Design pc_fetch, sky130hd; sources not shown.
Figure 1. Placement density heat map.
The bar under the picture is 50 um long. The die is cut into 14 by 14 equal tiles; black is low, pale yellow is high, 0 to 100% covered.
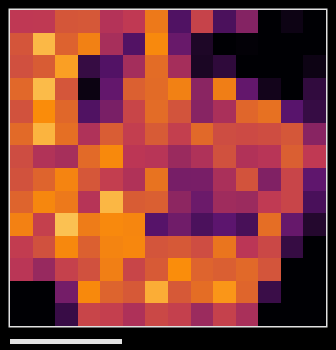
mean over tiles: 45%
nearly empty tiles: 12%
emptiest ninth of the die: top right
tiles over 75% full: 5.1%
fullest tile: 87%
FP Util: 34.4%
core region area: 18500 um^2
fin util: 49.6%

Figure 2. Supply network.
The bar under the picture is 50 um long. Pins as bars on the die edge.
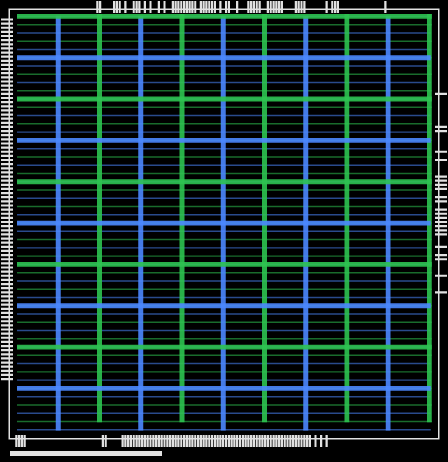
| net | colour |
|---|---|
| VSS | blue |
| VDD | green |
signal pins: 240
rows: 50
chip width: 141 um
peak supply drop: 0.345 mV
Die Height: 141 um

Figure 3. Placement by cell class.
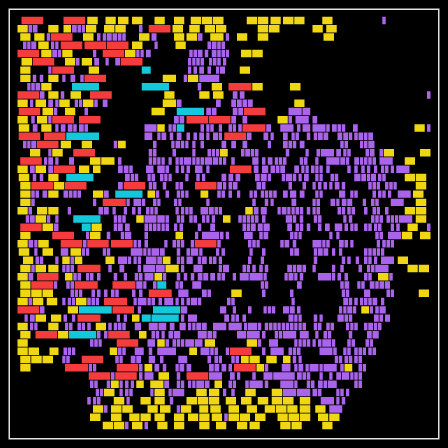
| class | colour | cells | share of their area |
|---|---|---|---|
| remaining buffers and delay cells | yellow | 259 | 28% |
| clock drivers and dummy loads | cyan | 16 | 3.7% |
| remaining logic cells | purple | 1036 | 54% |
| registers | red | 63 | 14% |
Rows: 50
fraction of area in registers: 13.9%

==> results.toml <==
# synthesis and place-and-route metrics
[critical_path]
critPathLaunchType = "flop"
slowest_stage = "clkdlybuf4s50_1"
path_common_cell = "nand2_1"
rr_worst_depth = 15
reg2reg_slack_ns = 0.59
crit_required_ns = 2.43
cp.arrival_ns = 2.36
path_delay_family = "buffers and inverters"
crit_fanout = 6
max_stage_delay_ns = 0.67
crit_chain = "nand2_1 > nor2_1 > nand2_1 > nor3_2 > xor2_1 > clkdlybuf4s50_1"
endpoint_kind = "primary output"

[clock_tree]
cts_sinks = 63
htreeDepth = 3
cts_hold_buf = 0
cts_tree = "done"
clk_latency_ns = 0.33
cts_root_buffer = "clkbuf_16"
numCtsBuffers = 9
path_clk_slew_ns = 0.06

[worst_hold_path]
hp-class = "flop to flop"

[run_status]
status = "complete, no violations"

[global_routing]
grt_max_degree = 38
overflow = 0
grt_pass1_vias = 7520
grt_pass1_wl_um = 38600
track_usage_pct = 24.7

[yosys]
top_logic_kind = "simple AND/OR/NAND/NOR gates"
ys.flops = 63
synth-xor-area-share_pct = 3.97
synth_area_um2 = 6360
ys_sh_simple_pct = 47.1
largest_area_cell = "nand2_1"
yosys-top-cells-area = "nand2_1, dfxtp_1, nor2_1, inv_1, nand3_1"
yosys-stat-area_um2 = 6360
top_cell_area_share_pct = 24.1
muxShareOfSynthArea_pct = 0
syn_area_per_cell_um2 = 5.49
compound_area_share_pct = 7.45
syn_inst = 1159
synth_cell_types = 33
synth_warnings = 0

[finish]
drive_gt1_share_pct = 6.33
final_cell_mix = "nand2_1, clkdlybuf4s50_1, nor2_1, inv_1, nand3_1"
largest_reg_flops = 32
fillCellCount = 1925
final_cell_area_um2 = 9180
regArea_um2 = 1270
comb_area_um2 = 4160
layout_top_cell = "nand2_1"

[drt]
vias_per_cell = 4.89
ant_nets = 0
avgRoutedWirePerCell_um = 15.4
num_vias = 7869
drt_first_pass_iters = 5
drt_iter0_markers = 578
drt_wl_total_um = 24800

[final_timing]
drv_slew = 0
rsz0062_at_grt = "true"
period_needed_ns = 2.97
setup_tns_ns = 0
setup_viol = 0

[placement]
dp_hpwl_um = 20100
portBuffers = 229
finalWeightedCongestion = 0.983
place_area_um2 = 8810

[power]
p_total_w = 0.00325
leakage_nw = 4.70

[job]
max_cap_viol_count = 0

[floorplanning]
pin_count = 240
==> through the flow <==
step	worst slack, ns	hold slack (ns)	instances	utilization, %
after floorplan	0.745	0.582	1164	-
after global placement	0.157	0.489	1592	47.6
after detailed placement	0.135	0.499	1592	47.6
after CTS	0.0429	0.519	1608	49.3
after global routing	0.0107	0.556	1608	49.6
final	0.0712	0.515	1609	49.6
==> timing repair <==
item,4_1_cts,5_1_grt
pin swaps,0,0
resized,5,19
endpoints found under the setup margin,7,15
==> synthesized netlist by cell type, drive strengths merged <==
cell	number
o21bai	2
inv	158
o211ai	5
buf	42
xnor2	12
clkbuf	23
nand3	92
nand3b	12
and2	6
xor2	16
conb	1
o21a	1
o21ai	44
dfxtp	63
nor3	7
fa	1
or2	2
a21o	1
nor2	184
nand2	411
a21oi	35
ha	30
nand4	11
==> per-layer routing <==
metal | vias to the layer above | routed length, um | GRT usage [%]
li1 | 3961 | - | -
met1 | 3561 | 10800 | 32.0
met2 | 315 | 11500 | 41.9
met3 | 32 | 1950 | 4.42
met4 | 0 | 611 | 7.68
met5 | - | 0 | 0
==> cell type report <==
class,count,share of cell area [%]
diodes,1,0.0272
well taps,234,3.19
inverters,158,6.46
flip-flops and latches,63,13.9
clock buffers,9,2.45
multi-input cells,878,45.3
repair buffers,259,27.6
clock inverters,7,1.12
==> logic make-up after synthesis <==
group                    Yosys count
adder cells (fa/ha/maj)           31
flip-flops                        63
XOR/XNOR                          28
AND-OR/OR-AND                     88
buffers and inverters            223
other                              1
AND/OR/NAND/NOR                  725
==> where the power goes <==
part	total [W]	leakage (nW)	internal, W	switching, W
combinational	0.00117	4.02	0.000504	0.000662
clock	0.00114	0.157	0.000726	0.000414
sequential	0.000949	0.523	0.000886	0.0000622
No activity file was given, so power comes from the tool's default toggle rates.
